==> src/rtl/counter_pkg.sv <==
// Shared mode encodings for counter_bn, its next-state logic, cascade wrappers and benches.
package counter_pkg;
  localparam logic [1:0] MODE_UP      = 2'b00;
  localparam logic [1:0] MODE_DN      = 2'b01;
  localparam logic [1:0] MODE_DN_STEP = 2'b10;
  localparam logic [1:0] MODE_LOAD    = 2'b11;
endpackage

==> src/rtl/counter_bn_next.sv <==
// Combinational next-count logic: modulus, down-step, saturate and load clamp.
// Arithmetic is done one bit wider than the counter so no intermediate overflows.
module counter_bn_next
  import counter_pkg::*;
#(
  parameter int WIDTH     = 8,
  parameter int MAX_COUNT = 2**WIDTH-1,
  parameter int DN_STEP   = 3,
  parameter int SATURATE  = 0
) (
  input  logic [WIDTH-1:0] q,
  input  logic [1:0]       mode,
  input  logic [WIDTH-1:0] d,
  output logic [WIDTH-1:0] next_q,
  output logic             wrap
);
  localparam bit             SAT    = (SATURATE != 0);
  localparam logic [WIDTH:0] ONE_E  = (WIDTH+1)'(1);
  localparam logic [WIDTH:0] MAX_E  = (WIDTH+1)'(MAX_COUNT);
  localparam logic [WIDTH:0] MOD_E  = MAX_E + ONE_E;
  localparam logic [WIDTH:0] STEP_E = (WIDTH+1)'(DN_STEP);

  logic [WIDTH:0] q_e, d_e, res_e;
  logic           unused_msb;

  // Per-mode successor; wrap flags the bound condition whether or not we saturate
  always_comb begin
    q_e   = {1'b0, q};
    d_e   = {1'b0, d};
    res_e = q_e;
    wrap  = 1'b0;
    case (mode)
      MODE_UP: begin
        if (q_e == MAX_E) begin
          wrap  = 1'b1;
          res_e = SAT ? MAX_E : '0;
        end else begin
          res_e = q_e + ONE_E;
        end
      end
      MODE_DN: begin
        if (q_e == '0) begin
          wrap  = 1'b1;
          res_e = SAT ? '0 : MAX_E;
        end else begin
          res_e = q_e - ONE_E;
        end
      end
      MODE_DN_STEP: begin
        if (q_e < STEP_E) begin
          wrap  = 1'b1;
          // (M - step) first keeps the sum inside WIDTH+1 bits
          res_e = SAT ? '0 : (MOD_E - STEP_E) + q_e;
        end else begin
          res_e = q_e - STEP_E;
        end
      end
      default: begin
        // load: out-of-range data clamps to the terminal value
        res_e = (d_e > MAX_E) ? MAX_E : d_e;
      end
    endcase
  end

  assign next_q     = res_e[WIDTH-1:0];
  assign unused_msb = res_e[WIDTH];
endmodule

==> src/rtl/counter_bn.sv <==
// Cascadable WIDTH-bit mode counter: registers plus enable / count-enable gating.
// bn_tc is combinational so a chain of stages resolves within one cycle.
module counter_bn
  import counter_pkg::*;
#(
  parameter int WIDTH     = 8,
  parameter int MAX_COUNT = 2**WIDTH-1,
  parameter int DN_STEP   = 3,
  parameter int SATURATE  = 0
) (
  input  logic             bn_clk,
  input  logic             bn_reset,
  input  logic             bn_enable,
  input  logic             bn_ci,
  input  logic [1:0]       bn_mode,
  input  logic [WIDTH-1:0] bn_D,
  output logic [WIDTH-1:0] bn_Q,
  output logic             bn_load,
  output logic             bn_rco,
  output logic             bn_tc
);
  if (WIDTH < 2) begin : g_bad_width
    $error("counter_bn: WIDTH must be >= 2");
  end
  if (MAX_COUNT < 1 || MAX_COUNT >= 2**WIDTH) begin : g_bad_max
    $error("counter_bn: MAX_COUNT must lie in 1..2**WIDTH-1");
  end
  if (DN_STEP < 1 || DN_STEP > MAX_COUNT) begin : g_bad_step
    $error("counter_bn: DN_STEP must lie in 1..MAX_COUNT");
  end

  logic [WIDTH-1:0] q_q, q_d, nxt_q;
  logic             load_q, load_d, rco_q, rco_d, wrap;

  counter_bn_next #(
    .WIDTH(WIDTH), .MAX_COUNT(MAX_COUNT), .DN_STEP(DN_STEP), .SATURATE(SATURATE)
  ) u_next (
    .q(q_q), .mode(bn_mode), .d(bn_D), .next_q(nxt_q), .wrap(wrap)
  );

  // wrap is already 0 in load mode, so tc needs no mode term
  assign bn_tc = bn_enable & bn_ci & wrap;

  // Enable clears, load ignores ci, counting modes step only with ci
  always_comb begin
    q_d    = q_q;
    load_d = 1'b0;
    rco_d  = 1'b0;
    if (!bn_enable) begin
      q_d = '0;
    end else if (bn_mode == MODE_LOAD) begin
      q_d    = nxt_q;
      load_d = 1'b1;
    end else if (bn_ci) begin
      q_d   = nxt_q;
      rco_d = wrap;
    end
  end

  // State registers with synchronous active-low reset
  always_ff @(posedge bn_clk) begin
    if (!bn_reset) begin
      q_q    <= '0;
      load_q <= 1'b0;
      rco_q  <= 1'b0;
    end else begin
      q_q    <= q_d;
      load_q <= load_d;
      rco_q  <= rco_d;
    end
  end

  assign bn_Q    = q_q;
  assign bn_load = load_q;
  assign bn_rco  = rco_q;
endmodule

==> config.mk <==
export PLATFORM = sky130hd
export DESIGN_NAME = counter_bn
export DESIGN_NICKNAME = d
export VERILOG_FILES = /design/src/rtl/counter_pkg.sv /design/src/rtl/counter_bn_next.sv /design/src/rtl/counter_bn.sv
export SDC_FILE = /design/constraint.sdc
export NUM_CORES = 1
export LEC_CHECK = 0
export CORE_AREA = 4 4 48 50
export CTS_BUF_LIST = sky130_fd_sc_hd__clkbuf_2 sky130_fd_sc_hd__clkbuf_4 sky130_fd_sc_hd__clkbuf_8
export DETAILED_ROUTE_END_ITERATION = 10
export DIE_AREA = 0 0 52 54
export DONT_BUFFER_PORTS = 1
export GPL_ROUTABILITY_DRIVEN = 0
export PLACE_DENSITY = 0.69
export SYNTH_ARGS = -nofsm -noshare
export SYNTH_HDL_FRONTEND = slang
export SYNTH_SLANG_ARGS = --single-unit
==> constraint.sdc <==
create_clock -name bn_clk -period 5 [get_ports bn_clk]
set_clock_uncertainty 0.05 [all_clocks]
set_input_delay 1.5 -clock bn_clk [delete_from_list [all_inputs] [get_ports bn_clk]]
set_output_delay 1.5 -clock bn_clk [all_outputs]
set_load 0.02 [all_outputs]
==> images/placement_by_type.png <==
Scale: 6 px per µm.
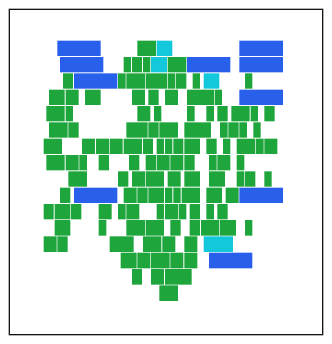
| color | class | cells | share of their area |
|---|---|---|---|
| cyan | clock drivers and dummy loads | 4 | 3.7% |
| green | combinational and other logic | 123 | 76% |
| blue | sequential cells | 10 | 20% |

==> images/logic_types.png <==
Scale: 4 px per µm.
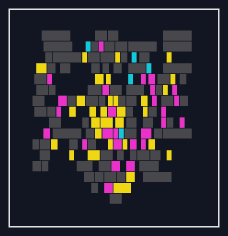
| color | family | cells | most used |
|---|---|---|---|
| yellow | nor cells | 30 | nor2_1 |
| magenta | nand cells | 26 | nand2_1 |
| cyan | inv cells | 5 | inv_1 |

==> tab_implementation.tex <==
% Implementation results table
\begin{tabular}{lr}
\hline
Metric & Value \\
\hline
\multicolumn{2}{l}{\textbf{Routing}} \\
\quad Total number of vias & 1093 \\
\quad Detailed-route DRC error count & 0 \\
\quad Post-detailed-routing wire length & 2830 µm \\
\quad Per-cell routed wire length & 17.2 µm \\
\quad Detail Route met3 WL & 298 µm \\
\multicolumn{2}{l}{\textbf{Worst setup path}} \\
\quad Reg2Reg Depth & 6 \\
\quad Critical path peak fanout & 20 \\
\quad Logic depth of the worst path, buffers included & 4 \\
\quad Crit end category & output pin \\
\quad RR Startpoint & bn\_Q[0] \\
\quad Source of the critical timing path & bn\_mode[1] \\
\quad Number of buffer and inverter stages on the critical path & 0 \\
\quad Slowest-stage cell, CP & sky130\_fd\_sc\_hd\_\_and3\_1 \\
\quad Destination of the worst register-to-register timing path & bn\_Q[3] \\
\quad Worst Path Required & 3.45 ns \\
\multicolumn{2}{l}{\textbf{Synthesis}} \\
\quad Post-synthesis instance area & 1020 µm² \\
\quad Distinct cells, synth & 46 \\
\quad Mux area share & less than 1\% \\
\quad Area share of and-or/or-and cells after synthesis & 27.3\% \\
\quad Xor+xnor area frac & 6.90\% \\
\quad Count of synthesis-stage warnings from yosys & 0 \\
\quad Main combinational cell family by area after synthesis & simple AND/OR/NAND/NOR gates \\
\quad Top area cell types & sky130\_fd\_sc\_hd\_\_dfxtp\_1 (20\%), sky130\_fd\_sc\_hd\_\_nand2\_1 (5.2\%), sky130\_fd\_sc\_hd\_\_xnor2\_1 (5.2\%) \\
\quad Post-Synth Simple-Gate Area & 34.2\% \\
\quad Synth Instances & 147 \\
\quad Register bit count reported by yosys & 10 \\
\quad Adder Area Share & 2.46\% \\
\multicolumn{2}{l}{\textbf{Timing}} \\
\quad Final setup fails & 0 \\
\quad Transition at the pin with the smallest max-transition slack & $\sim$0.80 ns \\
\multicolumn{2}{l}{\textbf{Global route}} \\
\quad Combined global-route utilization of all metal layers & 20.9\% \\
\quad Met1 track demand over resource & 27.8\% \\
\quad Number of global-route vias before repair & 1021 \\
\multicolumn{2}{l}{\textbf{Min path}} \\
\quad Worst Min Path Start & bn\_Q[1] \\
\quad Instance count along the most critical hold path & 2 \\
\quad Hold EP & bn\_Q[1] \\
\multicolumn{2}{l}{\textbf{Floorplan}} \\
\quad \# IOs & 25 \\
\quad Cell row count & 16 \\
\multicolumn{2}{l}{\textbf{Layout}} \\
\quad Tally of filler cells in the layout & 199 \\
\quad Sequential fraction of total cell area & about a fifth \\
\quad Largest contributor to cell area by class & multi-input combinational cells \\
\quad Synth-to-Final Area Change & 0.370\% \\
\quad FFs \& Latches & 10 \\
\quad FF/Latch Area & between 200 and 250 µm² \\
\quad Number of nets in the layout & 154 \\
\quad Total of clock buffers placed in the layout & 4 \\
\multicolumn{2}{l}{\textbf{Outcome}} \\
\quad Result of the run & completed \\
\multicolumn{2}{l}{\textbf{Clock network}} \\
\quad Clock transition at the register clock pins on the worst setup and hold paths after CTS & 0.09 ns \\
\quad Post CTS Setup Buffer Count & 0 \\
\multicolumn{2}{l}{\textbf{Power and ir drop}} \\
\quad Power per cell area & 235 nW/µm² \\
\multicolumn{2}{l}{\textbf{Place}} \\
\quad Tally of buffers added on design ports & 0 \\
\hline
\end{tabular}
power by group:
group	switching [µW]	total (µW)	internal, µW	leakage [µW]
Combinational	33.9	62.9	29.1	0.000251
Clock	33.6	77.7	44.2	0.0000210
Sequential	16.1	99.5	83.4	0.0000817
sequential cells by signal, summed over array words and instances (netlist names):
register and flops:
bn_Q 8, bn_rco 1, bn_load 1
through the flow:
stage	setup slack [ns]	utilization [%]	instance area [µm²]	hold slack, ns	power [µW]
2_1_floorplan	0.927	-	1020	0.576	155
3_3_place_gp	0.971	51.7	983	0.646	162
3_5_place_dp	0.942	51.7	983	0.640	163
4_1_cts	0.935	53.6	1020	0.652	238
5_1_grt	0.862	53.6	1020	0.699	250
6_report	0.888	53.6	1020	0.659	240
No activity file was given, so power comes from the tool's default toggle rates.
